[src/rtl/checksum_verify.sv]
// checksum_verify: receive-side one's-complement checksum check.
// Sums a 32-bit big-endian frame (plus a pseudo-header seed) into a 32-bit
// accumulator, folds it to 16 bits and reports pass when the fold is 0xFFFF.
module checksum_verify (
  input  logic        i_clk,
  input  logic        i_rst_n,
  input  logic        i_clear,
  input  logic [15:0] i_seed,
  input  logic [31:0] i_tdata,
  input  logic [3:0]  i_tkeep,
  input  logic        i_tvalid,
  input  logic        i_tlast,
  output logic        o_tready,
  output logic        o_res_valid,
  input  logic        i_res_ready,
  output logic        o_ok,
  output logic [15:0] o_sum,
  output logic [15:0] o_checksum
);

  typedef enum logic [1:0] {RUN, FOLD, DONE} state_t;

  state_t      state, state_nxt;
  logic [31:0] acc;
  logic        first;
  logic [15:0] sum;
  logic [31:0] masked;
  logic [31:0] base;
  logic [16:0] s1;
  logic        beat;
  logic        res_hs;

  assign o_tready    = (state == RUN);
  assign o_res_valid = (state == DONE);
  assign beat        = i_tvalid & o_tready & ~i_clear;
  assign res_hs      = o_res_valid & i_res_ready;

  // Zero any byte lane whose keep bit is low (odd-length tails).
  always_comb begin
    masked = '0;
    for (int b = 0; b < 4; b++)
      masked[8*b +: 8] = i_tkeep[b] ? i_tdata[8*b +: 8] : 8'h00;
  end

  // Seed replaces the running sum on the first beat of a frame.
  always_comb begin
    base = first ? {16'b0, i_seed} : acc;
  end

  // First fold of the accumulator; the end-around carry is added when the
  // result is registered on the FOLD->DONE edge.
  always_comb begin
    s1 = {1'b0, acc[15:0]} + {1'b0, acc[31:16]};
  end

  // Next-state logic; clear wins over every other event.
  always_comb begin
    state_nxt = state;
    if (i_clear) begin
      state_nxt = RUN;
    end else begin
      case (state)
        RUN:     if (beat && i_tlast) state_nxt = FOLD;
        FOLD:    state_nxt = DONE;
        DONE:    if (i_res_ready) state_nxt = RUN;
        default: state_nxt = RUN;
      endcase
    end
  end

  // State register.
  always_ff @(posedge i_clk or negedge i_rst_n) begin
    if (!i_rst_n) state <= RUN;
    else          state <= state_nxt;
  end

  // Accumulator, first-beat flag and registered result.
  always_ff @(posedge i_clk or negedge i_rst_n) begin
    if (!i_rst_n) begin
      acc   <= '0;
      first <= 1'b1;
      sum   <= '0;
    end else if (i_clear) begin
      acc   <= '0;
      first <= 1'b1;
    end else begin
      if (beat) begin
        acc   <= base + {16'b0, masked[31:16]} + {16'b0, masked[15:0]};
        first <= 1'b0;
      end
      if (state == FOLD)
        sum <= s1[15:0] + {15'b0, s1[16]};
      if (res_hs) begin
        acc   <= '0;
        first <= 1'b1;
      end
    end
  end

  assign o_sum      = sum;
  assign o_ok       = (sum == 16'hFFFF);
  assign o_checksum = ~sum;

endmodule

[config.mk]
export PLATFORM = sky130hd
export DESIGN_NAME = checksum_verify
export DESIGN_NICKNAME = d
export VERILOG_FILES = /design/src/rtl/checksum_verify.sv
export SDC_FILE = /design/constraint.sdc
export NUM_CORES = 1
export LEC_CHECK = 0
export CORE_UTILIZATION = 50
export DETAILED_ROUTE_END_ITERATION = 8
export GPL_TIMING_DRIVEN = 0
export PLACE_DENSITY = 0.8
export SLEW_MARGIN = 25
export SYNTH_ARGS = -nofsm -noshare
export SYNTH_HDL_FRONTEND = slang
export SYNTH_SLANG_ARGS = --single-unit
[constraint.sdc]
create_clock -name i_clk -period 4.5 [get_ports i_clk]
set_input_delay 1.125 -clock i_clk [delete_from_list [all_inputs] [get_ports i_clk]]
set_output_delay 1.125 -clock i_clk [all_outputs]
set_load 0.02 [all_outputs]
**Run 1: supply network**

Pins as bars on the die edge.
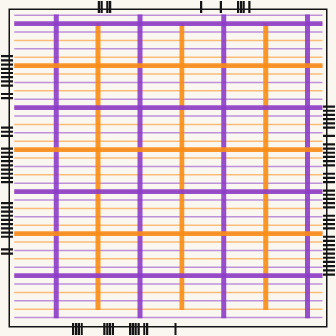
legend:
  VDD:
    colour: orange
  VSS:
    colour: purple
met5 straps: 7
signal pins: 93
met4 straps: 7
met1 rails: 37
rows: 36

**Run 1: placement by cell class**

The bar under the picture is 20 um long.
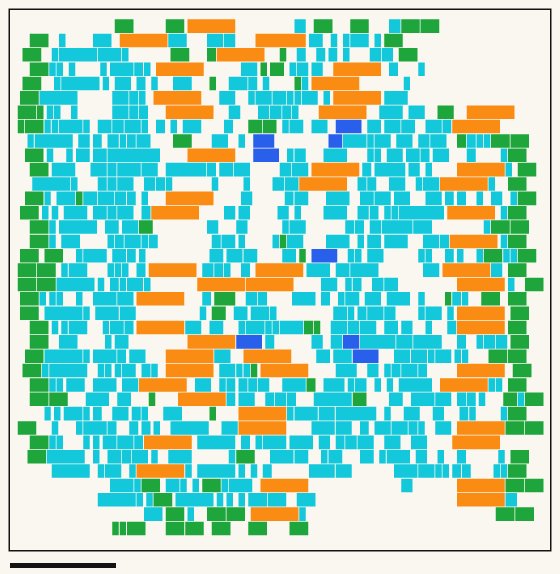
legend:
  remaining buffers and delay cells:
    colour: green
    cells: 116
    share_of_their_area: 17%
  registers:
    colour: orange
    cells: 51
    share_of_their_area: 21%
  clock drivers and dummy loads:
    colour: blue
    cells: 8
    share_of_their_area: 1.6%
  remaining logic cells:
    colour: cyan
    cells: 526
    share_of_their_area: 61%
final core utilization: 63.90%
Seq/total area: 20.45%
row count: 36
Design Area, Final: 6246 sq um

==> impl_metrics.yaml, run 1 <==
# flow metrics
grt:
  use_met1_pct: 29.63
  grt_max_degree: 52
  grt_pass1_vias: 4501
  met2_usage_pct: 48.12
worst_setup_path:
  crit_chain: "clkdlybuf4s50_1 -> nand2_1 -> fa_1 -> inv_1 -> ha_1 -> a21o_1 -> a21o_1 -> a21o_1 -> a21o_1 -> a2111oi_4 -> o21ai_2 -> nand2_2 -> buf_6 -> a2bb2oi_1 -> nand2_1"
  cp-start-kind: "primary input"
  crit_family: "AND-OR/OR-AND gates"
  worstSetupPathType: "primary input to register"
  startpoint: "i_tdata[10]"
  crit_end: "acc[25]"
  worstPathRequired_ns: 4.70
sta:
  max-slew-margin-rel_pct: 57.75
  setup_viol: 0
  worstMarginPinSlew_ns: 0.6338
  timing.hold.ws_ns: 0.5507
  fin_tns_setup_ns: 0
  clock.fmax_mhz: 233.1
  worst_slack_ns: 0.2094
  hold_viol: 0
hold_path:
  hold_path.class: "register to register"
  hold_end: "acc[19]"
clock_tree:
  path_clk_slew_ns: 0.11
  cts_resized: 4
  cts_tree: "done"
  ctsRootBufferMaster: "clkbuf_8"
route:
  dr_wl_met3_um: 538
  dr.pass1.iters: 5
  drc_errors: 0
  ant_nets: 0
  vias: 4717
power:
  p_clk_uw: 291
  power_frac_clock_pct: 15.2
  p_comb_mw: 1.00
  power.group.top: "combinational cells"
  pg_seq_uw: 615
  power.internal_mw: 1.103
  p_seq_share_pct: 32.2
  power.total_mw: 1.910
  sw_frac_of_total_pct: 42.27
placed_design:
  dp.cells: 824
  dp_hpwl_mm: 10.39
  io_buffers: 88
  placed_area_sq_um: 6078
yosys:
  async_flop_share_pct: 100.0
  syn_avg_cell_area_sq_um: 8.348
  yosys_area_sq_um: 5034
  xor_share_pct: 7.457
  ys_cells: 603
  ys_seq_share_pct: 25.38
  syn-instance-count: 603
  ys_top_logic_family: "AND-OR/OR-AND gates"
  synthesis.nets: 713
finish:
  fin_cells: 834
  ff_latch_area_sq_um: 1277
  fin_nets: 810
  nNonClkInverters: 69
  nClkBuffers: 5
  mi_logic_area_sq_um: 3423
  comb_area_share_pct: 54.81
  diodes: 0
  final_cell_mix: "87 x clkdlybuf4s50_1, 82 x nand2_1, 68 x inv_1"
  dominant_cells: "multi-input combinational cells"
  drive_above_1_share_pct: 6.705
  fillers: 862
  syn2layout_area_growth_pct: 24.09
outcome:
  outcome: "finished clean"
job:
  warnings: 26
floorplan:
  die-area_sq_um: 10470
  dieWidth_um: 102.3
**Run 1: clock wires, drivers and flops**

The bar under the picture is 20 um long.
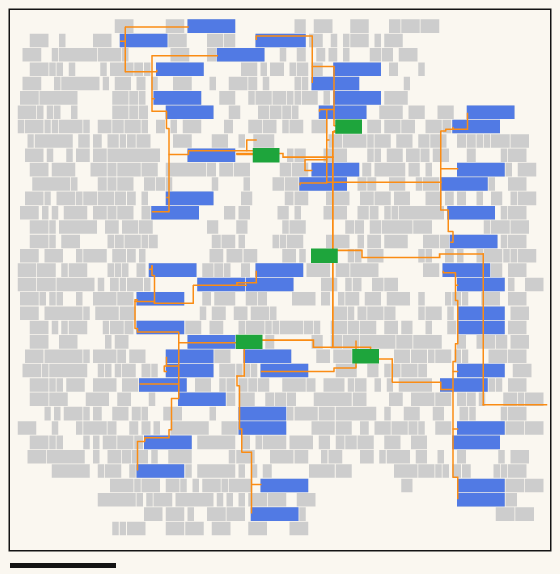
legend:
  clock-net drivers:
    colour: green
    count: 5
  clock wires:
    colour: orange
    length: 657 um
  flip-flops:
    colour: blue
    count: 51
routed clock nets: 6

## Run 2: what changed since run 1
--- a/config.mk
+++ b/config.mk
@@ -9,7 +9,6 @@
 export DETAILED_ROUTE_END_ITERATION = 8
 export GPL_TIMING_DRIVEN = 0
 export PLACE_DENSITY = 0.8
-export SLEW_MARGIN = 25
 export SYNTH_ARGS = -nofsm -noshare
 export SYNTH_HDL_FRONTEND = slang
 export SYNTH_SLANG_ARGS = --single-unit
**Run 2: clock routing**

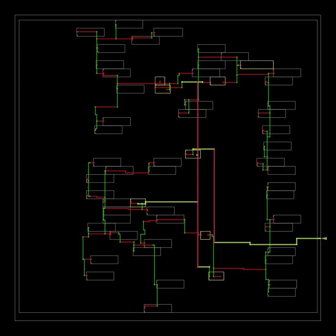
clk pwr: 344 uW
Clock Skew: 0.01183 ns
clock sink count: 51
Seq cells: 51

**Run 2: wiring by layer**

Only two layers are drawn.
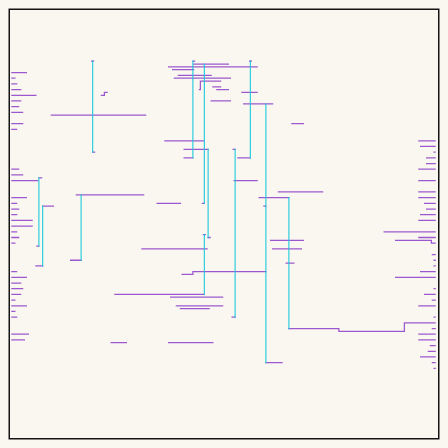
legend:
  M4:
    colour: cyan
    wire_length: 316 um
  M3:
    colour: purple
    wire_length: 526 um
vias: 4717
GRT Total Usage: 25.90%

**Run 2: supply network**

Pins as bars on the die edge.
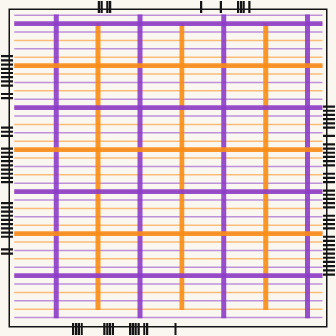
legend:
  VDD:
    colour: orange
  VSS:
    colour: purple
met4 straps: 7
met5 straps: 7
rows: 36
signal pins: 93
met1 rails: 37

==> run 2 against run 1 <==
Against the previous run: synthesized area is the same; critical path type unchanged; setup slack lost 0.027 ns; worst hold slack lost 0.0066 ns; first-iteration DRC count shrank 14%; flip-flop count is the same; die size is the same; clock skew grew 0.00081 ns; non-clock buffer count grew 1.
==> impl_metrics.yaml, run 2 <==
# flow metrics
finish:
  comb_area_share_pct: 54.54
  final_cell_mix: "87 x clkdlybuf4s50_1, 82 x nand2_1, 68 x inv_1"
  ff_latch_area_sq_um: 1277
  dominant_cells: "multi-input combinational cells"
  diodes: 0
  final_util_pct: 64.29
  fillers: 870
  fin_nets: 811
  mi_logic_area_sq_um: 3427
  logic_gates: 457
  finalInstanceArea_sq_um: 6284
  fin_cells: 835
  nClkBuffers: 5
  area.share.sequential_pct: 20.33
  nNonClkInverters: 69
  syn2layout_area_growth_pct: 24.83
yosys:
  synthesis.nets: 713
  syn_avg_cell_area_sq_um: 8.348
  ys_top_logic_family: "AND-OR/OR-AND gates"
  xor_share_pct: 7.457
  ys_cells: 603
  yosys_area_sq_um: 5034
  syn-instance-count: 603
  async_flop_share_pct: 100.0
job:
  cap_violations: 0
  warnings: 26
placed_design:
  dp_hpwl_mm: 10.55
  io_buffers: 88
sta:
  timing.hold.ws_ns: 0.5440
  worst_slack_ns: 0.1828
  fin_tns_setup_ns: 0
  clock.fmax_mhz: 231.6
  max-slew-margin-rel_pct: 60.19
  worstMarginPinSlew_ns: 0.5897
worst_setup_path:
  critPathBufInv: 3
  crit_chain: "clkdlybuf4s50_1 -> nand2_1 -> fa_1 -> inv_1 -> ha_1 -> a21o_1 -> a21o_1 -> a21o_1 -> a21o_1 -> a2111oi_4 -> o21ai_2 -> nand2_2 -> buf_4 -> a2bb2oi_1 -> nand2_1"
  startpoint: "i_tdata[10]"
  crit_family: "AND-OR/OR-AND gates"
  worstPathRequired_ns: 4.70
clock_tree:
  cts_resized: 4
  cts_tree: "done"
  ctsRootBufferMaster: "clkbuf_8"
  path_clk_slew_ns: 0.11
power:
  power.total_mw: 1.965
  pg_seq_uw: 614
  p_comb_mw: 1.01
  power_frac_clock_pct: 17.5
  power.internal_mw: 1.157
  pwr-share-comb_pct: 51.3
  power.group.top: "combinational cells"
  p_seq_share_pct: 31.2
hold_path:
  hold-path-cell-count: 1
  hold_end: "acc[19]"
route:
  ant_nets: 0
  dr.pass1.iters: 4
  dr_wl_met3_um: 526
  drc_errors: 0
grt:
  grt_max_degree: 39
  top_usage_layer: "met2"
  use_met1_pct: 29.74
  grt_pass1_vias: 4562
  met2_usage_pct: 48.84
outcome:
  outcome: "finished clean"
floorplan:
  die-area_sq_um: 10470
Power and IR drop assume default switching activity.
